`config.mk`:
```
export PLATFORM = sky130hd
export DESIGN_NAME = risc_seq_ctrl_flat
export DESIGN_NICKNAME = d
export VERILOG_FILES = /design/src/rtl/risc_ctrl_pkg.sv /design/src/rtl/risc_seq_ctrl_if.sv /design/src/rtl/risc_seq_ctrl_phase_counter.sv /design/src/rtl/risc_seq_ctrl.sv /design/src/flat_wrapper.sv
export SDC_FILE = /design/constraint.sdc
export NUM_CORES = 1
export LEC_CHECK = 0
export CAP_MARGIN = 20
export CORE_AREA = 4 4 41 43
export CTS_BUF_LIST = sky130_fd_sc_hd__clkbuf_16
export CTS_CLUSTER_DIAMETER = 80
export DETAILED_ROUTE_END_ITERATION = 16
export DIE_AREA = 0 0 45 47
export PLACE_DENSITY = 0.75
export SLEW_MARGIN = 10
export SYNTH_ARGS = -nofsm -noshare
export SYNTH_HDL_FRONTEND = slang
export SYNTH_SLANG_ARGS = --single-unit
```
`constraint.sdc`:
```
create_clock -name clk -period 1.7 [get_ports clk]
set_input_delay 0.34 -clock clk [delete_from_list [all_inputs] [get_ports clk]]
set_output_delay 0.34 -clock clk [all_outputs]
set_load 0.03 [all_outputs]
```
`src/rtl/risc_ctrl_pkg.sv`:
```
// Shared types for the RISC sequence controller: opcodes, phase names, FSM state
// and the bundle of datapath control strobes.
package risc_ctrl_pkg;

  typedef enum logic [2:0] {
    HLT = 3'd0,
    SKZ = 3'd1,
    ADD = 3'd2,
    AND = 3'd3,
    XOR = 3'd4,
    LDA = 3'd5,
    STO = 3'd6,
    JMP = 3'd7
  } opcode_t;

  typedef enum logic [2:0] {
    INST_ADDR  = 3'd0,
    INST_FETCH = 3'd1,
    INST_LOAD  = 3'd2,
    IDLE       = 3'd3,
    OP_ADDR    = 3'd4,
    OP_FETCH   = 3'd5,
    ALU_OP     = 3'd6,
    STORE      = 3'd7
  } phase_t;

  typedef enum logic {
    RUN    = 1'b0,
    HALTED = 1'b1
  } state_t;

  typedef struct packed {
    logic sel;
    logic rd;
    logic ld_ir;
    logic halt;
    logic inc_pc;
    logic ld_ac;
    logic wr;
    logic ld_pc;
    logic data_e;
  } ctrl_t;

  // Instructions that read an operand from memory and write the accumulator.
  function automatic logic is_aluop(opcode_t op);
    return (op == ADD) || (op == AND) || (op == XOR) || (op == LDA);
  endfunction

endpackage

```
`src/rtl/risc_seq_ctrl_if.sv`:
```
// Controller <-> datapath bundle: status/opcode into the controller, phase and
// control strobes out of it.
interface risc_seq_ctrl_if #(
  parameter int OPW = 3
);

  logic           en;
  logic           go;
  logic           mem_rdy;
  logic           zero;
  logic [OPW-1:0] opcode;

  logic [2:0]     phase;
  logic           sel;
  logic           rd;
  logic           ld_ir;
  logic           halt;
  logic           inc_pc;
  logic           ld_ac;
  logic           wr;
  logic           ld_pc;
  logic           data_e;
  logic           illegal;

  modport master (
    input  en, go, mem_rdy, zero, opcode,
    output phase, sel, rd, ld_ir, halt, inc_pc, ld_ac, wr, ld_pc, data_e, illegal
  );

  modport slave (
    output en, go, mem_rdy, zero, opcode,
    input  phase, sel, rd, ld_ir, halt, inc_pc, ld_ac, wr, ld_pc, data_e, illegal
  );

endinterface

```
`src/rtl/risc_seq_ctrl_phase_counter.sv`:
```
// Eight-step phase register: counts on en, synchronous clear back to INST_ADDR,
// wraps STORE -> INST_ADDR.
module phase_counter
  import risc_ctrl_pkg::*;
(
  input  logic   clk,
  input  logic   rst,
  input  logic   en,
  input  logic   clr,
  output phase_t count
);

  // NOTE: sequential state uses non-blocking assignments so every register
  // samples pre-edge values regardless of block ordering.
  always_ff @(posedge clk or posedge rst) begin
    if (rst) begin
      count <= INST_ADDR;
    end else if (en) begin
      count <= clr ? INST_ADDR : phase_t'(count + 3'd1);
    end
  end

endmodule

```
`src/rtl/risc_seq_ctrl.sv`:
```
// RISC sequence controller: RUN/HALTED FSM, memory-ready stalls and the
// combinational phase/opcode decode that drives the datapath strobes.
module risc_seq_ctrl
  import risc_ctrl_pkg::*;
#(
  parameter int OPW     = 3,
  parameter bit WAIT_EN = 1'b1
) (
  input logic             clk,
  input logic             rst,
  risc_seq_ctrl_if.master bus
);

  state_t         state;
  phase_t         phase;
  ctrl_t          ctl;
  logic [OPW-1:0] opcode;
  logic [5:0]     op_ext;
  logic           illegal_op;
  opcode_t        op;
  logic           run;
  logic           aluop;
  logic           stall;
  logic           hlt_now;
  logic           resume;
  logic           cnt_en;

  // Opcodes wider than three bits are legal only when the upper bits are zero.
  assign opcode     = bus.opcode;
  assign op_ext     = 6'(opcode);
  assign illegal_op = |op_ext[5:3];
  assign op         = opcode_t'(op_ext[2:0]);

  assign run   = (state == RUN);
  assign aluop = !illegal_op && is_aluop(op);

  assign stall = WAIT_EN && !bus.mem_rdy &&
                 ((phase == INST_FETCH) || ((phase == OP_FETCH) && aluop));

  assign hlt_now = run && (phase == OP_ADDR) && !illegal_op && (op == HLT);
  assign resume  = !run && bus.go;

  // Counter holds on stall and on the HLT cycle so HALTED sits at OP_ADDR.
  assign cnt_en = bus.en && ((run && !stall && !hlt_now) || resume);

  phase_counter u_phase (
    .clk   (clk),
    .rst   (rst),
    .en    (cnt_en),
    .clr   (resume),
    .count (phase)
  );

  always_ff @(posedge clk or posedge rst) begin
    if (rst) begin
      state <= RUN;
    end else if (bus.en) begin
      unique case (state)
        RUN:     if (hlt_now) state <= HALTED;
        HALTED:  if (bus.go)  state <= RUN;
        default: state <= RUN;
      endcase
    end
  end

  // NOTE: every field gets a default before the case so no path through this
  // block leaves a control unassigned and infers a latch.
  always_comb begin
    ctl = '0;
    if (!run) begin
      ctl.halt = 1'b1;
    end else begin
      unique case (phase)
        INST_ADDR: begin
          ctl.sel = 1'b1;
        end
        INST_FETCH: begin
          ctl.sel = 1'b1;
          ctl.rd  = 1'b1;
        end
        INST_LOAD, IDLE: begin
          ctl.sel   = 1'b1;
          ctl.rd    = 1'b1;
          ctl.ld_ir = 1'b1;
        end
        OP_ADDR: begin
          ctl.inc_pc = 1'b1;
          ctl.halt   = !illegal_op && (op == HLT);
        end
        OP_FETCH: begin
          ctl.rd = aluop;
        end
        ALU_OP: begin
          ctl.rd     = aluop;
          ctl.inc_pc = !illegal_op && (op == SKZ) && bus.zero;
          ctl.ld_pc  = !illegal_op && (op == JMP);
          ctl.data_e = !illegal_op && (op == STO);
        end
        STORE: begin
          ctl.rd     = aluop;
          ctl.ld_ac  = aluop;
          ctl.ld_pc  = !illegal_op && (op == JMP);
          ctl.wr     = !illegal_op && (op == STO);
          ctl.data_e = !illegal_op && (op == STO);
        end
        default: ctl = '0;
      endcase
    end
  end

  assign bus.phase   = phase;
  assign bus.sel     = ctl.sel;
  assign bus.rd      = ctl.rd;
  assign bus.ld_ir   = ctl.ld_ir;
  assign bus.halt    = ctl.halt;
  assign bus.inc_pc  = ctl.inc_pc;
  assign bus.ld_ac   = ctl.ld_ac;
  assign bus.wr      = ctl.wr;
  assign bus.ld_pc   = ctl.ld_pc;
  assign bus.data_e  = ctl.data_e;
  // Only the execute half of an instruction is flagged; fetch must still run.
  assign bus.illegal = run && phase[2] && illegal_op;

endmodule

```
`src/flat_wrapper.sv`:
```
// flat-port wrapper written by rule: the top's interface ports become plain ports
module risc_seq_ctrl_flat import risc_ctrl_pkg::*;
#(
  parameter int OPW     = 3,
  parameter bit WAIT_EN = 1'b1
)
  (clk, rst, bus_en, bus_go, bus_mem_rdy, bus_zero, bus_opcode, bus_phase, bus_sel, bus_rd, bus_ld_ir, bus_halt, bus_inc_pc, bus_ld_ac, bus_wr, bus_ld_pc, bus_data_e, bus_illegal);
  risc_seq_ctrl_if #(.OPW(OPW)) bus_i ();
  input logic clk;
  input logic rst;
  input wire logic [$bits(bus_i.en)-1:0] bus_en;
  input wire logic [$bits(bus_i.go)-1:0] bus_go;
  input wire logic [$bits(bus_i.mem_rdy)-1:0] bus_mem_rdy;
  input wire logic [$bits(bus_i.zero)-1:0] bus_zero;
  input wire logic [$bits(bus_i.opcode)-1:0] bus_opcode;
  output wire logic [$bits(bus_i.phase)-1:0] bus_phase;
  output wire logic [$bits(bus_i.sel)-1:0] bus_sel;
  output wire logic [$bits(bus_i.rd)-1:0] bus_rd;
  output wire logic [$bits(bus_i.ld_ir)-1:0] bus_ld_ir;
  output wire logic [$bits(bus_i.halt)-1:0] bus_halt;
  output wire logic [$bits(bus_i.inc_pc)-1:0] bus_inc_pc;
  output wire logic [$bits(bus_i.ld_ac)-1:0] bus_ld_ac;
  output wire logic [$bits(bus_i.wr)-1:0] bus_wr;
  output wire logic [$bits(bus_i.ld_pc)-1:0] bus_ld_pc;
  output wire logic [$bits(bus_i.data_e)-1:0] bus_data_e;
  output wire logic [$bits(bus_i.illegal)-1:0] bus_illegal;
  assign bus_i.en = bus_en;
  assign bus_i.go = bus_go;
  assign bus_i.mem_rdy = bus_mem_rdy;
  assign bus_i.zero = bus_zero;
  assign bus_i.opcode = bus_opcode;
  assign bus_phase = bus_i.phase;
  assign bus_sel = bus_i.sel;
  assign bus_rd = bus_i.rd;
  assign bus_ld_ir = bus_i.ld_ir;
  assign bus_halt = bus_i.halt;
  assign bus_inc_pc = bus_i.inc_pc;
  assign bus_ld_ac = bus_i.ld_ac;
  assign bus_wr = bus_i.wr;
  assign bus_ld_pc = bus_i.ld_pc;
  assign bus_data_e = bus_i.data_e;
  assign bus_illegal = bus_i.illegal;
  risc_seq_ctrl #(.OPW(OPW), .WAIT_EN(WAIT_EN)) u_core (.clk(clk), .rst(rst), .bus(bus_i));
endmodule
```
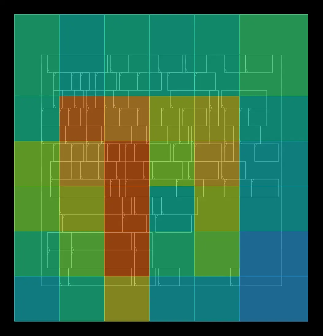
*Congestion heat map*
met3 Usage GRT: 3.45%
GR Util All Layers: 12.7%
met1 Use GR: 14.4%
Core Util, Final: 63.2%

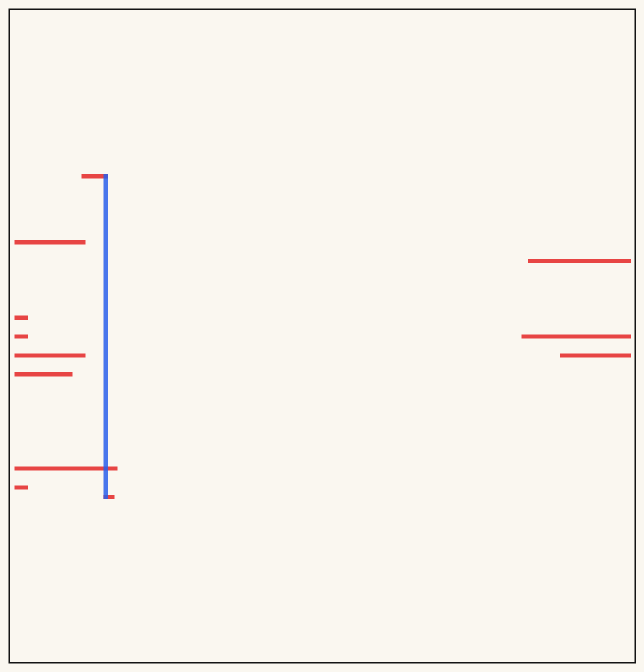
*Signal wires by layer*
Only two layers are drawn.
[red] M3 | wire length: 44.2 um
[blue] M4 | wire length: 23.1 um

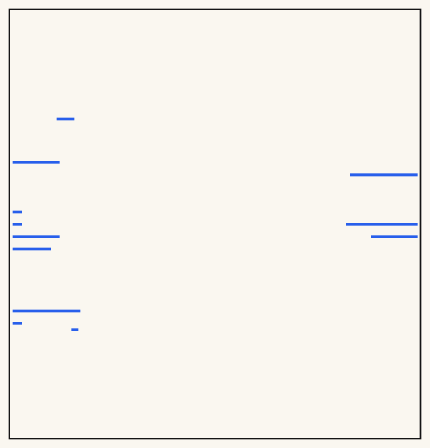
*Met3 routing*
wire length on this layer: 44.2 um
longest straight run: 7.60 um
vias: 493
Post-Route WL: 1240 um

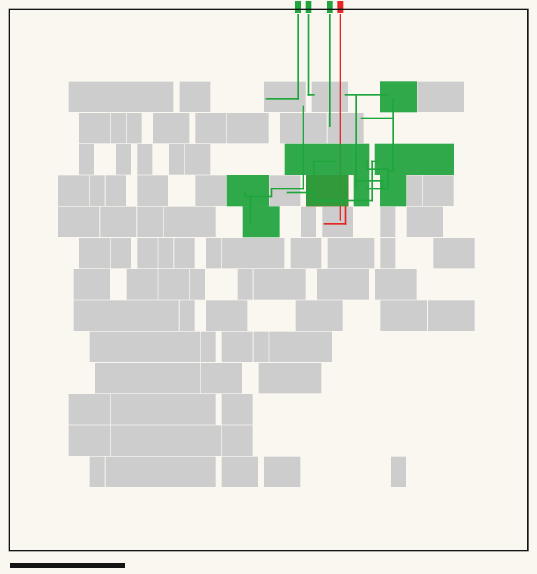
*Nets reached from selected ports*
Bar = 10 um.
[green] `bus_opcode` | direction: input | end cells: 9 | buffers: 4 | wire: 90.3 um
[red] `bus_wr` | direction: output | end cells: 1 | buffers: 1 | wire: 22.4 um

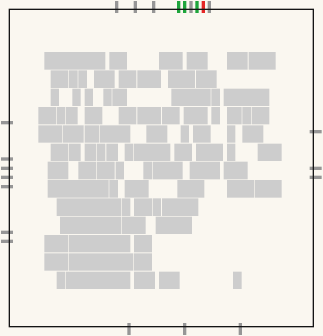
*Ports around the boundary*
Pins as bars across the die edge, other pins in gray.
[red] `bus_wr` | pins: 1 | direction: output | edge: top
[green] `bus_opcode` | pins: 3 | direction: input | edge: top
all pins by edge: 9 top, 7 left, 3 bottom, 3 right

==> results.tsv <==
metric	value	unit
n_diodes	0	
status	finished, violations left	
Gate Area	318	um^2
IO Port Bufs	20	
CP endpoint	bus_rd	
cell internal pwr	911	uW
ys flops	4	
CTS tree	yes	
net count after synthesis	69	
Latency at later pin	0.23	ns
met1 WL	519	um
CTS Sinks	4	
most instantiated cells after synthesis	nand2_1, inv_1, ha_1, nor2_1, dfrtp_1	
fin worst setup slack	-0.138	ns
Avg Vias per Cell	4.83	
mapped cell area	412	um^2
flip-flops	4	
Top power group	combinational cells	
met2 Use GR	21.5	%
Placement Rows	13	
Max-Cap Viols	0	
failing checks	setup timing	
Basic Gates by Area	27.1	%
Sum Neg Setup Slack	-0.310	ns
CTS H-tree lvls	1	
largest area contributor in the netlist	dfrtp_1	
GPL Wtd Cong	0.779	
die width	45	um
worst min-delay path class	input pin to async pin	
sum of buffers and inverters on the critical path	1	
Setup CP Type	register to primary output	
yosys aoi share	15.5	%
synth unique cells	23	
maximum operating frequency	0.544	GHz
Tapcell Cnt	15	
ys async rst share	100	%
r2r setup slk	0.13	ns
vias in the first global route	472	
Worst Setup SP	u_core.u_phase.count[0]	
Area after DPL	683	um^2
area grow syn2layout	99.7	%
Seq/total area	12.6	%
Final setup violation count	4	
Max IR drop VDD	1.33	mV
Synth Area in Adders	15.2	%
wire per inst	12.1	um
synthesis area per yosys	412	um^2
cycle use final	108	%
Clock buf/inv share	9.13	%
Pre-Place Util	31.6	%
Post-Layout Cell Count	102	
P_sw	656	uW
Min Hold Slack	0.302	ns
count of non-CTS buffers in the layout	32	
top flop regs	u_core.u_phase.count: 3 flops, u_core.state: 1 flops	
Clock Skew	0.00286	ns
Slew Limit Fails	0	
Power is estimated from default activity; no workload was simulated.
